**Run 1: placed cells, one color a class**

Scale: 3 px per µm.
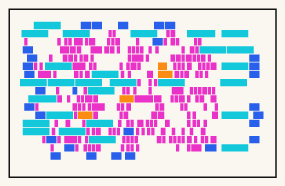
**Run 1: signal wires by layer**

Scale: 3 px per µm.
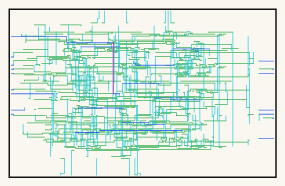
**Run 1: clock routing**

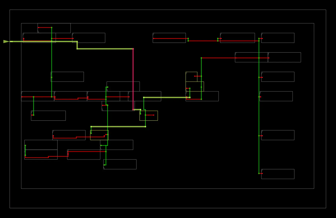
==> config.mk <==
export PLATFORM = sky130hd
export DESIGN_NAME = vga_timing
export DESIGN_NICKNAME = d
export VERILOG_FILES = /design/src/rtl/vga_pkg.sv /design/src/rtl/pixel_tick_gen.sv /design/src/rtl/vga_timing.sv
export SDC_FILE = /design/constraint.sdc
export NUM_CORES = 1
export LEC_CHECK = 0
export ABC_AREA = 1
export CELL_PAD_IN_SITES_DETAIL_PLACEMENT = 0
export CELL_PAD_IN_SITES_GLOBAL_PLACEMENT = 1
export CORE_ASPECT_RATIO = 0.6
export CORE_MARGIN = 3
export CORE_UTILIZATION = 40
export CTS_CLUSTER_SIZE = 25
export DETAILED_ROUTE_END_ITERATION = 8
export GPL_TIMING_DRIVEN = 0
export PLACE_DENSITY = 0.93
export SETUP_SLACK_MARGIN = 0.02
export SLEW_MARGIN = 20
export SYNTH_ARGS = -nofsm -noshare
export SYNTH_HDL_FRONTEND = slang
export SYNTH_SLANG_ARGS = --single-unit
==> constraint.sdc <==
create_clock -name clk -period 3.4 [get_ports clk]
set_input_delay 0.51 -clock clk [delete_from_list [all_inputs] [get_ports clk]]
set_output_delay 0.51 -clock clk [all_outputs]
set_load 0.02 [all_outputs]
==> src/rtl/vga_pkg.sv <==
// Shared VGA raster constants: default 640x480@60 timing and coordinate width.
package vga_pkg;

  localparam int unsigned COORD_W = 10;

  localparam int unsigned VGA_H_DISPLAY = 640;
  localparam int unsigned VGA_H_FRONT   = 16;
  localparam int unsigned VGA_H_SYNC    = 96;
  localparam int unsigned VGA_H_BACK    = 48;
  localparam int unsigned VGA_V_DISPLAY = 480;
  localparam int unsigned VGA_V_FRONT   = 10;
  localparam int unsigned VGA_V_SYNC    = 2;
  localparam int unsigned VGA_V_BACK    = 33;
  localparam int unsigned VGA_CLK_DIV   = 4;

  localparam int unsigned VGA_H_TOTAL =
    VGA_H_DISPLAY + VGA_H_FRONT + VGA_H_SYNC + VGA_H_BACK;
  localparam int unsigned VGA_V_TOTAL =
    VGA_V_DISPLAY + VGA_V_FRONT + VGA_V_SYNC + VGA_V_BACK;

  typedef logic [COORD_W-1:0] coord_t;

endpackage

==> src/rtl/pixel_tick_gen.sv <==
// Pixel-enable divider: one-clk p_tick every CLK_DIV board clocks.
module pixel_tick_gen #(
  parameter int unsigned CLK_DIV = vga_pkg::VGA_CLK_DIV
) (
  input  logic clk,
  input  logic reset,
  output logic p_tick
);

  localparam int unsigned DIV_W = (CLK_DIV > 1) ? $clog2(CLK_DIV) : 1;
  localparam logic [DIV_W-1:0] DIV_LAST = DIV_W'(CLK_DIV - 1);

  logic [DIV_W-1:0] div_q;
  logic [DIV_W-1:0] div_d;

  // Next divider value: count up, wrap after the last phase.
  always_comb begin
    div_d = div_q + DIV_W'(1);
    if (div_q == DIV_LAST) begin
      div_d = '0;
    end
  end

  // Divider register.
  always_ff @(posedge clk or posedge reset) begin
    if (reset) begin
      div_q <= '0;
    end else begin
      div_q <= div_d;
    end
  end

  assign p_tick = (div_q == DIV_LAST);

endmodule

==> src/rtl/vga_timing.sv <==
// VGA raster timing: x/y counters, sync/blank decode and line/frame pulses.
module vga_timing
  import vga_pkg::*;
#(
  parameter int unsigned H_DISPLAY = VGA_H_DISPLAY,
  parameter int unsigned H_FRONT   = VGA_H_FRONT,
  parameter int unsigned H_SYNC    = VGA_H_SYNC,
  parameter int unsigned H_BACK    = VGA_H_BACK,
  parameter int unsigned V_DISPLAY = VGA_V_DISPLAY,
  parameter int unsigned V_FRONT   = VGA_V_FRONT,
  parameter int unsigned V_SYNC    = VGA_V_SYNC,
  parameter int unsigned V_BACK    = VGA_V_BACK,
  parameter int unsigned CLK_DIV   = VGA_CLK_DIV
) (
  input  logic               clk,
  input  logic               reset,
  output logic               p_tick,
  output logic [COORD_W-1:0] x,
  output logic [COORD_W-1:0] y,
  output logic               hsync,
  output logic               vsync,
  output logic               video_on,
  output logic               line_tick,
  output logic               frame_tick
);

  localparam int unsigned H_TOTAL  = H_DISPLAY + H_FRONT + H_SYNC + H_BACK;
  localparam int unsigned V_TOTAL  = V_DISPLAY + V_FRONT + V_SYNC + V_BACK;
  localparam int unsigned HS_START = H_DISPLAY + H_FRONT;
  localparam int unsigned HS_END   = HS_START + H_SYNC - 1;
  localparam int unsigned VS_START = V_DISPLAY + V_FRONT;
  localparam int unsigned VS_END   = VS_START + V_SYNC - 1;

  logic               tick;
  logic [COORD_W-1:0] x_q, x_d;
  logic [COORD_W-1:0] y_q, y_d;
  logic               hsync_q, hsync_d;
  logic               vsync_q, vsync_d;
  logic               video_on_q, video_on_d;
  logic               line_tick_q, line_tick_d;
  logic               frame_tick_q, frame_tick_d;
  logic               x_last;
  logic               y_last;

  pixel_tick_gen #(
    .CLK_DIV (CLK_DIV)
  ) u_pixel_tick_gen (
    .clk    (clk),
    .reset  (reset),
    .p_tick (tick)
  );

  // Raster position advance, one pixel per p_tick.
  always_comb begin
    x_last = (32'(x_q) == H_TOTAL - 1);
    y_last = (32'(y_q) == V_TOTAL - 1);
    x_d    = x_q;
    y_d    = y_q;
    if (tick) begin
      if (x_last) begin
        x_d = '0;
        if (y_last) begin
          y_d = '0;
        end else begin
          y_d = y_q + COORD_W'(1);
        end
      end else begin
        x_d = x_q + COORD_W'(1);
      end
    end
  end

  // Sync/blank decode from the next position so they stay aligned with x/y;
  // line/frame pulses are single-clk regardless of the divider.
  always_comb begin
    hsync_d      = hsync_q;
    vsync_d      = vsync_q;
    video_on_d   = video_on_q;
    line_tick_d  = 1'b0;
    frame_tick_d = 1'b0;
    if (tick) begin
      hsync_d      = !((32'(x_d) >= HS_START) && (32'(x_d) <= HS_END));
      vsync_d      = !((32'(y_d) >= VS_START) && (32'(y_d) <= VS_END));
      video_on_d   = (32'(x_d) < H_DISPLAY) && (32'(y_d) < V_DISPLAY);
      line_tick_d  = x_last;
      frame_tick_d = x_last && y_last;
    end
  end

  // Position and output registers.
  always_ff @(posedge clk or posedge reset) begin
    if (reset) begin
      x_q          <= '0;
      y_q          <= '0;
      hsync_q      <= 1'b1;
      vsync_q      <= 1'b1;
      video_on_q   <= 1'b0;
      line_tick_q  <= 1'b0;
      frame_tick_q <= 1'b0;
    end else begin
      x_q          <= x_d;
      y_q          <= y_d;
      hsync_q      <= hsync_d;
      vsync_q      <= vsync_d;
      video_on_q   <= video_on_d;
      line_tick_q  <= line_tick_d;
      frame_tick_q <= frame_tick_d;
    end
  end

  assign p_tick     = tick;
  assign x          = x_q;
  assign y          = y_q;
  assign hsync      = hsync_q;
  assign vsync      = vsync_q;
  assign video_on   = video_on_q;
  assign line_tick  = line_tick_q;
  assign frame_tick = frame_tick_q;

endmodule

==> results.sh, run 1 <==
# yosys + openroad results
export IMPL_status="completed"
export IMPL_critPathCapture="p_tick"
export IMPL_logic_area_um2=785.8
export IMPL_r2r_cells=13
export IMPL_path_max_fanout=7
export IMPL_syn_inst=233
export IMPL_p_total_mw=0.5267
export IMPL_routed_wl_mm=3.944
export IMPL_cts_tree="yes"
export IMPL_dpl_hpwl_mm=3.095
export IMPL_cts_max_level=1
export IMPL_worstSetupPathType="reg2out"
export IMPL_slew_headroom_pct=36.11
export IMPL_num_io_pins=28
export IMPL_drv_slew=0
export IMPL_drc=0
export IMPL_cts_root_buf="clkbuf_8"
export IMPL_most_common_layout_cells="nand2_1, inv_1, nor2_1, clkdlybuf4s50_1, dfrtp_1"
export IMPL_place_congestion=0.9140
export IMPL_crit_required_ps=2890
export IMPL_drive_above_1_share_pct=9.470
export IMPL_antenna_cells=0
export IMPL_hold_violations=0
export IMPL_syn_nets=239
export IMPL_die_h_um=55.47
export IMPL_synthTopCellsByCount="nand2_1, inv_1, nor2_1"
export IMPL_inv_count=40
export IMPL_crit_start="u_pixel_tick_gen.div_q[0]"
export IMPL_clk_share_pct=2.489
export IMPL_drt_iter0_drc=102
export IMPL_antenna_found_initial=0
export IMPL_critPathCaptureType="primary output"
export IMPL_min_path_type="reg2reg"
export IMPL_syn_area_um2=1632
export IMPL_nFillCells=384
export IMPL_ff_type="dfrtp_1"
export IMPL_yosys_area_um2=1632
export IMPL_vias=1510
export IMPL_area_growth_pct=23.24
export IMPL_cp_arrival_ps=1720
export IMPL_fin_ws_ps=1172
export IMPL_routed_via_density=4.855
export IMPL_clock_sinks=27
export IMPL_cellPowerDensity_nw_per_um2=261.9
export IMPL_min_from="u_pixel_tick_gen.div_q[0]"
export IMPL_power_clock_mw=0.198
export IMPL_setup_viol=0
export IMPL_post_place_ws_ps=1340
export IMPL_topCellsByArea="dfrtp_1, nand2_1, inv_1"
Notes on 'placed cells, one color a class' above:
cyan -> flip-flops  # cells 27, share of their area 35%
magenta -> all other logic  # cells 204, share of their area 48%
orange -> clock drivers and dummy loads  # cells 4, share of their area 2.6%
blue -> other buffers and delay cells  # cells 29, share of their area 15%

Notes on 'signal wires by layer' above:
green -> met1  # wire length 2230 µm
magenta -> met4  # wire length 17.0 µm
blue -> met3  # wire length 223 µm
cyan -> met2  # wire length 1470 µm

Notes on 'clock routing' above:
registers: 27
worst skew pair latency: 280 ps
Clock buffer cells: 3

-- run 1: logic make-up after synthesis --
| kind of cell | synth area share, % |
|---|---|
| xor gates and xnor gates | 1.074 |
| AOI/OAI and AO/OA | 4.908 |
| DFF | 41.56 |
| buffers and inverters | 10.28 |
| and+or+nand+nor | 39.11 |
| adders and majority gates | 3.068 |
-- run 1: routing by layer --
layer | global-route usage (%) | up-vias | wire length [µm]
met3 | 4.322 | 2 | 223
met5 | 0 | - | 0
met4 | 3.233 | 0 | 17
met1 | 29.29 | 685 | 2230
met2 | 22.79 | 43 | 1474
li1 | - | 780 | -
-- run 1: worst max-delay path, stage by stage (launching register included) --
cell and delay, ps:
dfrtp_1 370, ha_1 390, clkdlybuf4s50_1 680
==> run 2: changes to the inputs <==
--- a/config.mk
+++ b/config.mk
@@ -10,11 +10,11 @@
 export CELL_PAD_IN_SITES_GLOBAL_PLACEMENT = 1
 export CORE_ASPECT_RATIO = 0.6
 export CORE_MARGIN = 3
-export CORE_UTILIZATION = 40
+export CORE_UTILIZATION = 37
 export CTS_CLUSTER_SIZE = 25
 export DETAILED_ROUTE_END_ITERATION = 8
 export GPL_TIMING_DRIVEN = 0
-export PLACE_DENSITY = 0.93
+export PLACE_DENSITY = 0.87
 export SETUP_SLACK_MARGIN = 0.02
 export SLEW_MARGIN = 20
 export SYNTH_ARGS = -nofsm -noshare
==> constraint.sdc (replaced) <==
create_clock -name clk -period 2.05 [get_ports clk]
set_input_delay 0.3075 -clock clk [delete_from_list [all_inputs] [get_ports clk]]
set_output_delay 0.3075 -clock clk [all_outputs]
set_load 0.02 [all_outputs]
==> run 2 against run 1 <==
Synthesized cell count did not move. Sequential power rose by 66%. Total power rose by 65%. Sequential cell count did not move. Die area rose by 7.4%. Via count rose by 0.99%. Sequential share of layout area fell by 1.7 points. Non-clock buffer count rose by 9. Clock skew rose by 5.4 ps. Utilization fell by 2.1 points. Combinational power rose by 74%. Area after synthesis did not move.
==> results.sh, run 2 <==
# yosys + openroad results
export IMPL_status="completed"
export IMPL_place_congestion=0.8994
export IMPL_hold_violations=0
export IMPL_cp_arrival_ps=1600
export IMPL_syn_area_um2=1632
export IMPL_top_layer_used="met4"
export IMPL_routed_wl_mm=4.018
export IMPL_syn_inst=233
export IMPL_ys_sh_adder_pct=3.067
export IMPL_critPathCapture="p_tick"
export IMPL_antenna_found_initial=0
export IMPL_most_common_layout_cells="nand2_1, inv_1, nor2_1, clkdlybuf4s50_1, dfrtp_1"
export IMPL_clk_share_pct=2.298
export IMPL_cellPowerDensity_nw_per_um2=408.9
export IMPL_nFillCells=415
export IMPL_synthTopCellsByCount="nand2_1, inv_1, nor2_1"
export IMPL_met1_usage_pct=26.22
export IMPL_wl_met1_mm=2.268
export IMPL_inv_count=40
export IMPL_routed_via_density=4.580
export IMPL_simple_gate_share_pct=39.11
export IMPL_die_h_um=57.44
export IMPL_yosys_area_um2=1632
export IMPL_n_clock_buffer=3
export IMPL_r2r_cells=14
export IMPL_min_path_type="in2async"
export IMPL_slew_headroom_pct=61.26
export IMPL_vias=1525
export IMPL_ys_sh_mux_pct=0
export IMPL_logic_area_um2=813.3
export IMPL_drt_iter0_drc=63
export IMPL_drv_slew=0
export IMPL_syn_nets=239
export IMPL_ff_count=27
export IMPL_grt_use_met3_pct=4.480
export IMPL_critPathCaptureType="primary output"
export IMPL_dpl_hpwl_mm=2.930
export IMPL_cts_tree="yes"
export IMPL_wl_met3_um=248
export IMPL_ys_sh_aoi_pct=4.908
export IMPL_drc=0
export IMPL_topCellsByArea="dfrtp_1, nand2_1, inv_1"
export IMPL_cts_root_buf="clkbuf_8"
export IMPL_antenna_cells=0
export IMPL_xor_share_pct=1.074
export IMPL_crit_start="u_pixel_tick_gen.div_q[0]"
export IMPL_post_place_ws_ps=41.52
==> run 2: cell counts after synthesis <==
Identical to the previous run, type by type.
==> run 2: metrics by stage <==
step | util, % | area, µm² | power, mW
finish | 50.96 | 2123 | 0.8681
CTS | 49.04 | 2043 | 0.8841
global route | 50.96 | 2123 | 0.8981
global placement | 47.45 | 1977 | 0.5560
floorplan | - | 1632 | 0.5506
detailed placement | 47.45 | 1977 | 0.5561
==> run 2: power by group through the flow <==
stage               Clock (mW)  Sequential (mW)  Combinational [mW]
global route             0.351            0.533              0.0151
detailed placement           0            0.543              0.0134
CTS                      0.338            0.532              0.0133
global placement             0            0.543              0.0133
finish                   0.323            0.532              0.0125
floorplan                    0            0.543             0.00787
==> run 2: critical path: stages (launching register included) <==
cell             delay (ps)
dfrtp_1                 360
ha_2                    300
clkdlybuf4s50_1         650
**Run 2: pin map**

Scale: 4 px per µm. Pins as bars across the die edge, other pins in gray.
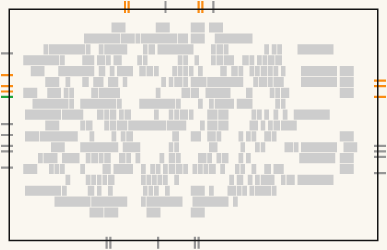
green -> p_tick  # pins 1, direction output, edge left
orange -> x  # pins 10, direction output, edge 4 top, 3 left, 3 right
all pins by edge = 10 left, 7 right, 6 top, 5 bottom

**Run 2: clock routing**

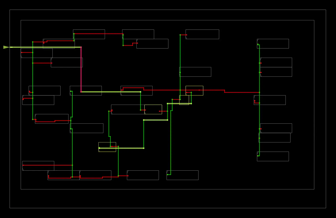
Inserted Clock Buffers: 3
clock network power: 0.323 mW
total clock sinks: 27
worst skew pair latency: 290 ps
clock skew: 11.38 ps

No activity file was given, so power comes from the tool's default toggle rates.
